==> images/congestion.png <==
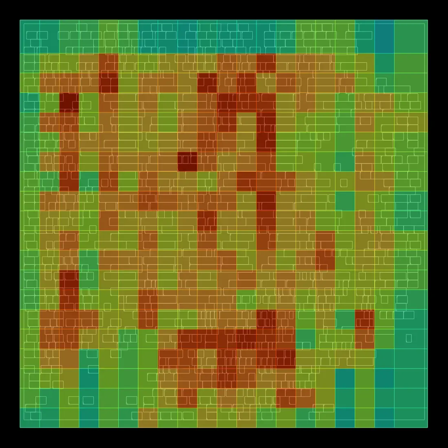
==> images/layer_met1.png <==
Supply wires on this layer in gray. Cells faint in the background.
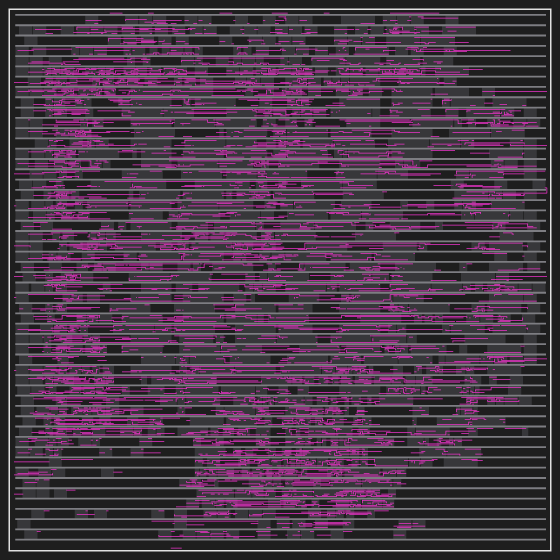
==> images/io_fan.png <==
Scale bar: 50 microns.
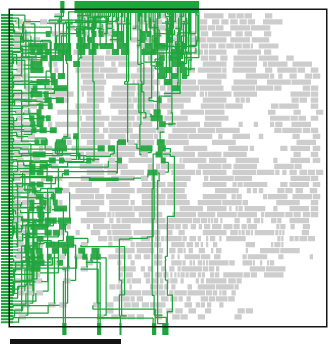
==> images/flops_by_reg.png <==
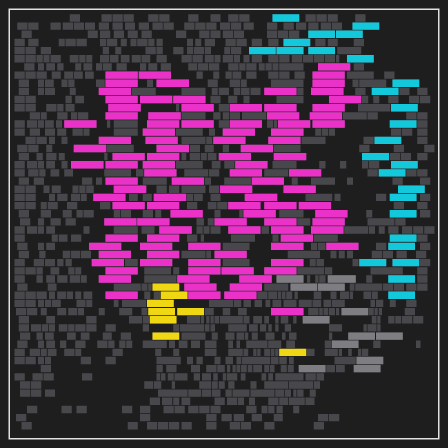
**src/rtl/super_pixel_readout_arbiter.sv**
```systemverilog
// super_pixel_readout_arbiter: round-robin pixel capture into a local FIFO, merged
// fairly with the upstream column daisy chain onto one registered output word.
module super_pixel_readout_arbiter #(
    parameter int N_PIX      = 8,
    parameter int TOA_W      = 9,
    parameter int FTOA_W     = 5,
    parameter int TOT_W      = 8,
    parameter int FIFO_DEPTH = 4,
    localparam int IDX_W     = $clog2(N_PIX),
    localparam int PIX_W     = TOA_W + FTOA_W + TOT_W,
    localparam int DATA_W    = PIX_W + IDX_W + 1,
    localparam int LVL_W     = $clog2(FIFO_DEPTH) + 1
) (
    input  logic                   clk_40MHz,
    input  logic                   rst_n,
    input  logic                   flush,
    input  logic [N_PIX-1:0]       pix_valid,
    input  logic [N_PIX*PIX_W-1:0] pix_data,
    output logic [N_PIX-1:0]       pix_ack,
    input  logic                   addr_col,
    input  logic [DATA_W-1:0]      last_data,
    input  logic                   last_valid,
    output logic                   shake_hands_last,
    output logic [DATA_W-1:0]      arbiter_data,
    output logic                   arbiter_valid,
    input  logic                   shake_hands_next,
    output logic [LVL_W-1:0]       fifo_level
);
    localparam int PTR_W = $clog2(FIFO_DEPTH);

    typedef enum logic {LOCAL = 1'b0, UP = 1'b1} turn_t;

    logic [DATA_W-1:0] mem [FIFO_DEPTH];
    logic [PTR_W-1:0]  wr_ptr, rd_ptr;
    logic [IDX_W-1:0]  rr_ptr, grant_idx;
    logic [N_PIX-1:0]  eligible;
    logic              grant, can_wr, load_en, has_local, up_turn, sel_up, fifo_rd;
    turn_t             turn, turn_nxt;

    function automatic logic [IDX_W-1:0] wrap_add(input logic [IDX_W-1:0] a, input int b);
        logic [IDX_W:0] s;
        s = {1'b0, a} + (IDX_W+1)'(b);
        return (s >= (IDX_W+1)'(N_PIX)) ? IDX_W'(s - (IDX_W+1)'(N_PIX)) : s[IDX_W-1:0];
    endfunction

    assign eligible = pix_valid & ~pix_ack;
    assign can_wr   = (fifo_level < LVL_W'(FIFO_DEPTH)) & ~flush;

    // Scan downward so the smallest offset from the RR pointer wins.
    always_comb begin
        grant     = 1'b0;
        grant_idx = '0;
        for (int i = N_PIX - 1; i >= 0; i--) begin
            if (can_wr && eligible[wrap_add(rr_ptr, i)]) begin
                grant     = 1'b1;
                grant_idx = wrap_add(rr_ptr, i);
            end
        end
    end

    assign load_en          = ~arbiter_valid | shake_hands_next;
    assign has_local        = fifo_level != '0;
    assign up_turn          = ~has_local | (turn == UP);
    assign sel_up           = last_valid & up_turn;
    assign fifo_rd          = load_en & has_local & ~sel_up & ~flush;
    assign shake_hands_last = load_en & up_turn & ~flush;

    // Turn flips only when both sources competed for the same load slot.
    always_comb begin
        turn_nxt = flush ? LOCAL
                 : (load_en & has_local & last_valid) ? ((turn == UP) ? LOCAL : UP)
                 : turn;
    end

    always_ff @(posedge clk_40MHz or negedge rst_n) begin
        if (!rst_n) turn <= LOCAL;
        else        turn <= turn_nxt;
    end

    always_ff @(posedge clk_40MHz) begin
        if (grant) mem[wr_ptr] <= {pix_data[grant_idx*PIX_W +: PIX_W], grant_idx, addr_col};
    end

    always_ff @(posedge clk_40MHz or negedge rst_n) begin
        if (!rst_n) begin
            pix_ack       <= '0;
            arbiter_valid <= 1'b0;
            arbiter_data  <= '0;
            fifo_level    <= '0;
            wr_ptr        <= '0;
            rd_ptr        <= '0;
            rr_ptr        <= '0;
        end else if (flush) begin
            pix_ack       <= '0;
            arbiter_valid <= 1'b0;
            arbiter_data  <= '0;
            fifo_level    <= '0;
            wr_ptr        <= '0;
            rd_ptr        <= '0;
            rr_ptr        <= '0;
        end else begin
            pix_ack    <= grant ? (N_PIX'(1) << grant_idx) : '0;
            fifo_level <= fifo_level + LVL_W'(grant) - LVL_W'(fifo_rd);
            wr_ptr     <= wr_ptr + PTR_W'(grant);
            rd_ptr     <= rd_ptr + PTR_W'(fifo_rd);
            if (grant) rr_ptr <= wrap_add(grant_idx, 1);
            if (load_en) begin
                arbiter_valid <= has_local | last_valid;
                arbiter_data  <= sel_up ? last_data : has_local ? mem[rd_ptr] : '0;
            end
        end
    end
endmodule

```
**config.mk**
```make
export PLATFORM = sky130hd
export DESIGN_NAME = super_pixel_readout_arbiter
export DESIGN_NICKNAME = d
export VERILOG_FILES = /design/src/rtl/super_pixel_readout_arbiter.sv
export SDC_FILE = /design/constraint.sdc
export NUM_CORES = 1
export LEC_CHECK = 0
export CAP_MARGIN = 10
export CORE_UTILIZATION = 44
export CTS_BUF_LIST = sky130_fd_sc_hd__clkbuf_16
export DETAILED_ROUTE_END_ITERATION = 10
export GPL_ROUTABILITY_DRIVEN = 0
export PLACE_DENSITY = 0.75
export SYNTH_ARGS = -nofsm -noshare
export SYNTH_HDL_FRONTEND = slang
export SYNTH_SLANG_ARGS = --single-unit
```
**constraint.sdc**
```tcl
create_clock -name clk_40MHz -period 6.9 [get_ports clk_40MHz]
set_input_delay 1.38 -clock clk_40MHz [delete_from_list [all_inputs] [get_ports clk_40MHz]]
set_output_delay 1.38 -clock clk_40MHz [all_outputs]
set_load 0.005 [all_outputs]
```
==> flow_metrics.env <==
# flow metrics
export IMPL_grt_start_max_net_pins=89
export IMPL_swShare_pct=44.56
export IMPL_worstMarginPinSlew_ps=1059
export IMPL_cts_made_buffers=17
export IMPL_routedWlPerCell_microns=21.94
export IMPL_die_size_y_microns=142.7
export IMPL_h_tree_depth=4
export IMPL_worst_clock_skew_ps=7.431
export IMPL_vias=7401
export IMPL_area_growth_synth_to_final_pct=37.77
export IMPL_end_kind="register"
export IMPL_max_freq_mhz=181.5
export IMPL_adder_share_pct=1.952
export IMPL_hold_class="register to register"
export IMPL_edf_count=104
export IMPL_syn_inst=696
export IMPL_combPwrFrac_pct=59.0
export IMPL_post_dp_hpwl_microns=18670
export IMPL_aoi_share_pct=17.18
export IMPL_status="complete, no violations"
export IMPL_async_flop_share_pct=30.67
export IMPL_worstSkewPairLatency_ps=410
export IMPL_final_cells=1196
-- congestion.png (at the start) --
Global Route Usage Sum: 25.93%
met2 Use GR: 41.10%
met3 Track Usage GR: 6.170%

-- layer_met1.png (at the start) --
wire length on this layer: 10,700 microns
share of all routed wire: 41%

-- io_fan.png (at the start) --
[green] pix_data | bits: 176 | direction: input | edge: 103 left, 63 top, 10 bottom | end cells: 176 | buffers: 176 | wire: 5,410 microns

-- flops_by_reg.png (at the start) --
[yellow] pix_ack | sequential cells: 8
[magenta] mem | sequential cells: 104
[cyan] arbiter_data | sequential cells: 26

==> layout by cell type, fill, tap and decap left out, types with 7 or more instances in the layout <==
cell type        netlist  final
nand2_1               13     13
nor3_1                 9      8
inv_1                  7      9
and3_1                95     95
clkbuf_16              0     17
nand2b_1              10     10
a2111oi_1             29     29
edfxtp_1             104    104
ha_1                  12     12
mux4_2                33     33
a21oi_1                7      7
dfrtp_1               46     45
clkdlybuf4s50_1        0    253
buf_4                  4     16
nor2_1                20     17
a2111oi_0             60     60
nor2b_1               40     40
nor4_1                27     27
a221o_1               26     26
==> final timing paths <==
check | start | to | slack [ps] | cells past startpoint
worst max-delay path | rr_ptr[1]$_DFFE_PN0P_ | mem[1][19]$_DFFE_PP_ | 1390 | 12
worst min-delay path | arbiter_data[25]$_DFFE_PN0P_ | arbiter_data[25]$_DFFE_PN0P_ | 510 | 1
worst max register to register | rr_ptr[1]$_DFFE_PN0P_ | mem[1][19]$_DFFE_PP_ | 1390 | 12
worst min register to register | arbiter_data[25]$_DFFE_PN0P_ | arbiter_data[25]$_DFFE_PN0P_ | 510 | 1
max in group asynchronous | rst_n | rd_ptr[0]$_DFF_PN0_ | 5070 | 1
min in group asynchronous | rst_n | arbiter_valid$_DFFE_PN0P_ | 1140 | 1
==> layout make-up <==
type                       instances  area (sq um)
antenna                            2         5.005
clock buffer                      17         425.4
clock inverter                    15         192.7
fill                            1543          7455
inverter                          12         50.05
multi-input combinational        465          4070
sequential                       150          4275
tap                              265         331.6
timing repair buffer             270          2658
==> worst max-delay path, cell delays in order, from the launching register on <==
cell       delay, ps
dfrtp_1          660
clkinv_1         430
ha_1             780
nor4bb_1         190
o41ai_4          560
nand2_1          190
a211oi_1         350
o211ai_4         100
and2_4           210
inv_2            520
buf_4            360
a2111oi_0        140
nor4_1           710
==> through the flow <==
stage	utilization, %	hold slack, ps	setup slack [ps]	power, uW
after floorplan	-	502.4	1608	5488
after global placement	58.50	495.5	1348	6655
after detailed placement	58.50	495.1	1171	6782
after CTS	61.67	513.0	1502	7768
after global routing	61.70	521.2	1043	8285
final	61.70	508.3	1390	7819
==> state kept, by name, indices dropped and copies added (netlist names) <==
register	cells
arbiter_valid	1
pix_ack	8
rd_ptr	2
mem	104
arbiter_data	26
fifo_level	3
wr_ptr	2
turn	1
rr_ptr	3
==> layer usage <==
layer  vias up  routed length [microns]
li1       3337                        -
met3        45                     2278
met2       413                    12610
met1      3604                    10720
met4         2                      620
met5         -                       11
==> power groups by stage <==
stage | combinational (uW) | sequential, uW | clock, uW
after detailed placement | 4530 | 2250 | 0
after global routing | 5000 | 2280 | 1010
after global placement | 4430 | 2220 | 0
after floorplan | 3330 | 2160 | 0
after CTS | 4550 | 2240 | 977
final | 4620 | 2230 | 970
==> logic make-up after synthesis <==
| family | after synthesis |
|---|---|
| AND/OR/NAND/NOR | 249 |
| AND-OR/OR-AND | 159 |
| flip-flops | 150 |
| buffers and inverters | 81 |
| multiplexers | 36 |
| adder cells (fa/ha/maj) | 13 |
| XOR/XNOR | 8 |
Power is estimated from default activity; no workload was simulated.
